floorplan.png
Bar = 50 µm. Pins as bars on the die edge.
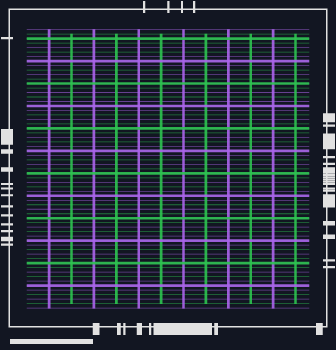
class_map.png
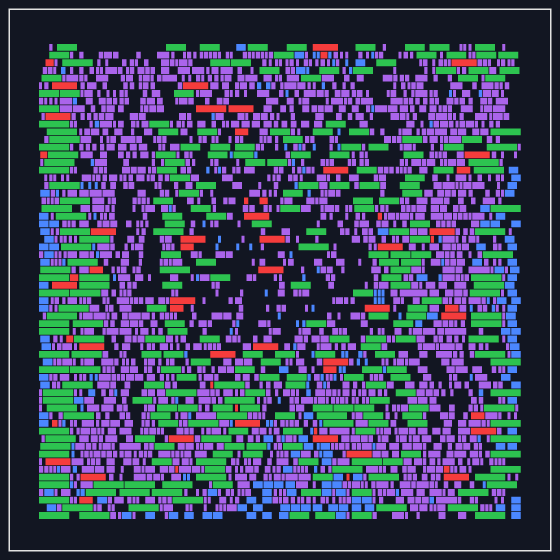
<file path="config.mk">
export PLATFORM = sky130hd
export DESIGN_NAME = mdu_seq_flat
export DESIGN_NICKNAME = d
export VERILOG_FILES = /design/src/rtl/mdu_seq_pkg.sv /design/src/rtl/mdu_seq_if.sv /design/src/rtl/mdu_seq_step.sv /design/src/rtl/mdu_seq.sv /design/src/flat_wrapper.sv
export SDC_FILE = /design/constraint.sdc
export NUM_CORES = 1
export LEC_CHECK = 0
export ABC_CLOCK_PERIOD_IN_PS = 6200
export CORE_MARGIN = 10
export CORE_UTILIZATION = 60
export DETAILED_ROUTE_END_ITERATION = 10
export GPL_TIMING_DRIVEN = 0
export PLACE_DENSITY = 0.85
export SYNTH_ARGS = -nofsm -noshare
export SYNTH_HDL_FRONTEND = slang
export SYNTH_SLANG_ARGS = --single-unit
</file>
<file path="constraint.sdc">
create_clock -name clk -period 6.2 [get_ports clk]
set_clock_uncertainty 0.1 [all_clocks]
set_input_delay 1.86 -clock clk [delete_from_list [all_inputs] [get_ports clk]]
set_output_delay 1.86 -clock clk [all_outputs]
set_load 0.01 [all_outputs]
</file>
<file path="src/rtl/mdu_seq_pkg.sv">
// Shared constants and types for the iterative multiply/divide sequencer.
package mdu_seq_pkg;

    localparam int WORD  = 32;
    localparam int W_RD  = 5;
    localparam int CNT_W = $clog2(WORD) + 1;

    typedef enum logic [1:0] {
        MDU_MUL   = 2'b00,
        MDU_MULHU = 2'b01,
        MDU_DIVU  = 2'b10,
        MDU_REMU  = 2'b11
    } mdu_op_e;

    typedef enum logic [1:0] {
        S_IDLE = 2'b00,
        S_BUSY = 2'b01,
        S_DONE = 2'b10
    } mdu_state_e;

    function automatic logic is_mul(input mdu_op_e op);
        return !op[1];
    endfunction

endpackage

</file>
<file path="src/rtl/mdu_seq_if.sv">
// ID-issue and WB-result handshake of the multiply/divide sequencer.
interface mdu_seq_if;
    import mdu_seq_pkg::*;

    logic                v_i;
    logic                stall_o;
    mdu_op_e             op_i;
    logic [WORD-1:0]     dest_i;
    logic [WORD-1:0]     src_i;
    logic [W_RD-1:0]     rd_num_i;
    logic                wb_i;
    logic                stall_i;
    logic                v_o;
    logic [W_RD-1:0]     rd_num_o;
    logic                wb_o;
    logic [WORD-1:0]     rd_data_o;
    logic                busy_o;

    modport master (
        output v_i, op_i, dest_i, src_i, rd_num_i, wb_i, stall_i,
        input  stall_o, v_o, rd_num_o, wb_o, rd_data_o, busy_o
    );

    modport slave (
        input  v_i, op_i, dest_i, src_i, rd_num_i, wb_i, stall_i,
        output stall_o, v_o, rd_num_o, wb_o, rd_data_o, busy_o
    );

endinterface

</file>
<file path="src/rtl/mdu_seq_step.sv">
// mdu_step: one combinational radix-2 iteration (shift-add multiply or restoring divide).
module mdu_step
    import mdu_seq_pkg::*;
(
    input  mdu_op_e           op_i,
    input  logic [2*WORD-1:0] p_i,
    input  logic [2*WORD-1:0] a_i,
    input  logic [WORD-1:0]   b_i,
    input  logic [WORD-1:0]   rem_i,
    input  logic [WORD-1:0]   quo_i,
    output logic [2*WORD-1:0] p_o,
    output logic [2*WORD-1:0] a_o,
    output logic [WORD-1:0]   b_o,
    output logic [WORD-1:0]   rem_o,
    output logic [WORD-1:0]   quo_o
);

    logic [WORD:0] shifted;
    logic [WORD:0] diff;

    always_comb begin
        p_o     = p_i;
        a_o     = a_i;
        b_o     = b_i;
        rem_o   = rem_i;
        quo_o   = quo_i;
        shifted = {rem_i, quo_i[WORD-1]};
        diff    = shifted - {1'b0, b_i};
        if (is_mul(op_i)) begin
            if (b_i[0]) p_o = p_i + a_i;
            a_o = a_i << 1;
            b_o = b_i >> 1;
        end else begin
            // A zero divisor never borrows, which yields all-ones quotient and remainder = A.
            if (!diff[WORD]) begin
                rem_o = diff[WORD-1:0];
                quo_o = {quo_i[WORD-2:0], 1'b1};
            end else begin
                rem_o = shifted[WORD-1:0];
                quo_o = {quo_i[WORD-2:0], 1'b0};
            end
        end
    end

endmodule

</file>
<file path="src/rtl/mdu_seq.sv">
// Iterative MUL/MULHU/DIVU/REMU sequencer with v/stall handshake to ID and WB.
// Optional `MDU_EARLY_OUT_EN: multiplies finish once the remaining multiplier bits are zero.
module mdu_seq
    import mdu_seq_pkg::*;
(
    input  logic       clk,
    input  logic       rst,
    mdu_seq_if.slave   bus
);

    mdu_state_e        state_q, state_d;
    logic [CNT_W-1:0]  cnt_q, cnt_d;
    logic [WORD-1:0]   rd_data_q, rd_data_d;
    logic [W_RD-1:0]   rd_num_q, rd_num_d;
    logic              wb_q, wb_d;

    mdu_op_e           op_q;
    logic [2*WORD-1:0] p_q, a_q, p_n, a_n;
    logic [WORD-1:0]   b_q, rem_q, quo_q, b_n, rem_n, quo_n;
    logic [WORD-1:0]   result;
    logic              stall, accept, last;

    mdu_step u_step (
        .op_i  (op_q),
        .p_i   (p_q),
        .a_i   (a_q),
        .b_i   (b_q),
        .rem_i (rem_q),
        .quo_i (quo_q),
        .p_o   (p_n),
        .a_o   (a_n),
        .b_o   (b_n),
        .rem_o (rem_n),
        .quo_o (quo_n)
    );

    always_comb begin
        case (state_q)
            S_BUSY:  stall = 1'b1;
            S_DONE:  stall = bus.stall_i;
            default: stall = 1'b0;
        endcase
        accept = bus.v_i && !stall;
    end

`ifdef MDU_EARLY_OUT_EN
    assign last = (cnt_q == CNT_W'(1)) || (is_mul(op_q) && (b_n == '0));
`else
    assign last = (cnt_q == CNT_W'(1));
`endif

    always_comb begin
        case (op_q)
            MDU_MUL:   result = p_n[WORD-1:0];
            MDU_MULHU: result = p_n[2*WORD-1:WORD];
            MDU_DIVU:  result = quo_n;
            default:   result = rem_n;
        endcase
    end

    always_comb begin
        state_d   = state_q;
        cnt_d     = cnt_q;
        rd_data_d = rd_data_q;
        rd_num_d  = rd_num_q;
        wb_d      = wb_q;
        case (state_q)
            S_IDLE, S_DONE: begin
                if (accept) begin
                    state_d  = S_BUSY;
                    cnt_d    = CNT_W'(WORD);
                    rd_num_d = bus.rd_num_i;
                    wb_d     = bus.wb_i;
                end else if (state_q == S_DONE && !bus.stall_i) begin
                    state_d = S_IDLE;
                end
            end
            S_BUSY: begin
                cnt_d = cnt_q - CNT_W'(1);
                if (last) begin
                    rd_data_d = result;
                    state_d   = S_DONE;
                end
            end
            default: state_d = S_IDLE;
        endcase
    end

    always_ff @(posedge clk) begin
        if (rst) begin
            state_q   <= S_IDLE;
            cnt_q     <= '0;
            rd_data_q <= '0;
            rd_num_q  <= '0;
            wb_q      <= 1'b0;
        end else begin
            state_q   <= state_d;
            cnt_q     <= cnt_d;
            rd_data_q <= rd_data_d;
            rd_num_q  <= rd_num_d;
            wb_q      <= wb_d;
        end
    end

    // Datapath registers are always (re)loaded on accept, so they carry no reset.
    always_ff @(posedge clk) begin
        if (accept) begin
            op_q  <= bus.op_i;
            p_q   <= '0;
            a_q   <= {{WORD{1'b0}}, bus.dest_i};
            b_q   <= bus.src_i;
            rem_q <= '0;
            quo_q <= bus.dest_i;
        end else if (state_q == S_BUSY) begin
            p_q   <= p_n;
            a_q   <= a_n;
            b_q   <= b_n;
            rem_q <= rem_n;
            quo_q <= quo_n;
        end
    end

    assign bus.stall_o   = stall;
    assign bus.v_o       = (state_q == S_DONE);
    assign bus.busy_o    = (state_q != S_IDLE);
    assign bus.rd_data_o = rd_data_q;
    assign bus.rd_num_o  = rd_num_q;
    assign bus.wb_o      = wb_q;

endmodule
</file>
<file path="src/flat_wrapper.sv">
// flat-port wrapper written by rule: the top's interface ports become plain ports
module mdu_seq_flat import mdu_seq_pkg::*;
  (clk, rst, bus_v_i, bus_op_i, bus_dest_i, bus_src_i, bus_rd_num_i, bus_wb_i, bus_stall_i, bus_stall_o, bus_v_o, bus_rd_num_o, bus_wb_o, bus_rd_data_o, bus_busy_o);
  mdu_seq_if bus_i ();
  input  logic clk;
  input  logic rst;
  input wire logic [$bits(bus_i.v_i)-1:0] bus_v_i;
  input wire logic [$bits(bus_i.op_i)-1:0] bus_op_i;
  input wire logic [$bits(bus_i.dest_i)-1:0] bus_dest_i;
  input wire logic [$bits(bus_i.src_i)-1:0] bus_src_i;
  input wire logic [$bits(bus_i.rd_num_i)-1:0] bus_rd_num_i;
  input wire logic [$bits(bus_i.wb_i)-1:0] bus_wb_i;
  input wire logic [$bits(bus_i.stall_i)-1:0] bus_stall_i;
  output wire logic [$bits(bus_i.stall_o)-1:0] bus_stall_o;
  output wire logic [$bits(bus_i.v_o)-1:0] bus_v_o;
  output wire logic [$bits(bus_i.rd_num_o)-1:0] bus_rd_num_o;
  output wire logic [$bits(bus_i.wb_o)-1:0] bus_wb_o;
  output wire logic [$bits(bus_i.rd_data_o)-1:0] bus_rd_data_o;
  output wire logic [$bits(bus_i.busy_o)-1:0] bus_busy_o;
  assign bus_i.v_i = bus_v_i;
  assign bus_i.op_i = bus_op_i;
  assign bus_i.dest_i = bus_dest_i;
  assign bus_i.src_i = bus_src_i;
  assign bus_i.rd_num_i = bus_rd_num_i;
  assign bus_i.wb_i = bus_wb_i;
  assign bus_i.stall_i = bus_stall_i;
  assign bus_stall_o = bus_i.stall_o;
  assign bus_v_o = bus_i.v_o;
  assign bus_rd_num_o = bus_i.rd_num_o;
  assign bus_wb_o = bus_i.wb_o;
  assign bus_rd_data_o = bus_i.rd_data_o;
  assign bus_busy_o = bus_i.busy_o;
  mdu_seq u_core (.clk(clk), .rst(rst), .bus(bus_i));
endmodule
</file>
==> changes_impl.md <==
### Physical design

* CTS tree: yes
* First-pass GRT wire length at 104 mm
* Top flop regs: u_core.a_q (64), u_core.p_q (64)
* Fin cells at 2746
* Flops at 272
* Top layer in use: met4
* Die extent in x at 191 µm
* RSZ-0062 raised after global routing: no
* Grt ovf at 0
* Slew headroom at 20.3%
* Sequential cell area share at 31.7%
* Vias in the first global route at 17400
* Crit path from: bus_stall_i
* Biggest Area Class: logic gates
* GR Util met3 at 7.62%
* Slowest-stage cell, CP: clkdlybuf4s50_1
* CTS root buf: clkbuf_16
* Vias per inst at 6.63
* Worst setup SP type: primary input
* Yosys cell count at 2190
* CP endpoint: bus_stall_o
* R2r setup slk at 1.72 ns
* N_taps at 384
* ANT cells at 0
* Worst hold start: u_core.bus.rd_num_o[0]
* Core Region at 28900 µm²
* Cell Int Power at 3.47 mW
* CTS resizes at 0
* DP HPWL at 53.9 mm
* R2r startpoint: u_core.a_q[0]
* Crit path time final at 5.08 ns
* Routed wl met2 at 30.1 mm
* Crit. End Element: output port
* Clock Path Buffers at 3
* FMAX at 197 MHz
* Commonest Layout Cell: nand2_1
* Async set or reset register ratio after synthesis at 0%
* Setup WS post-layout at 1.12 ns
* Total track usage at 36.8%
* Sequential share of power at 41.0%
* # port buffers at 115
* Status: complete, no violations
* Top cells by area: dfxtp_1 20%, edfxtp_1 17%, nand2_1 8.8%, a21oi_1 7.3%, ha_1 7.2%
* Mux area share at 4.59%
* Max-slew violations at 0
* Cell Area, Synth at 17600 µm²
* Synthesized area per cell at 8.05 µm²
* Setup bufs post-CTS at 0
* NetSw at 1.68 mW
* Final Util at 70.3%
About floorplan.png:
- purple: VSS
- green: VDD
- met5 straps: 12
- met4 straps: 12
- signal pins: 117

About class_map.png:
- red: clock drivers and dummy loads (cells 57; share of their area 5.2%)
- purple: remaining logic cells (cells 1789; share of their area 54%)
- green: registers (cells 272; share of their area 32%)
- blue: remaining buffers and delay cells (cells 244; share of their area 8.5%)

No activity file was given, so power comes from the tool's default toggle rates.
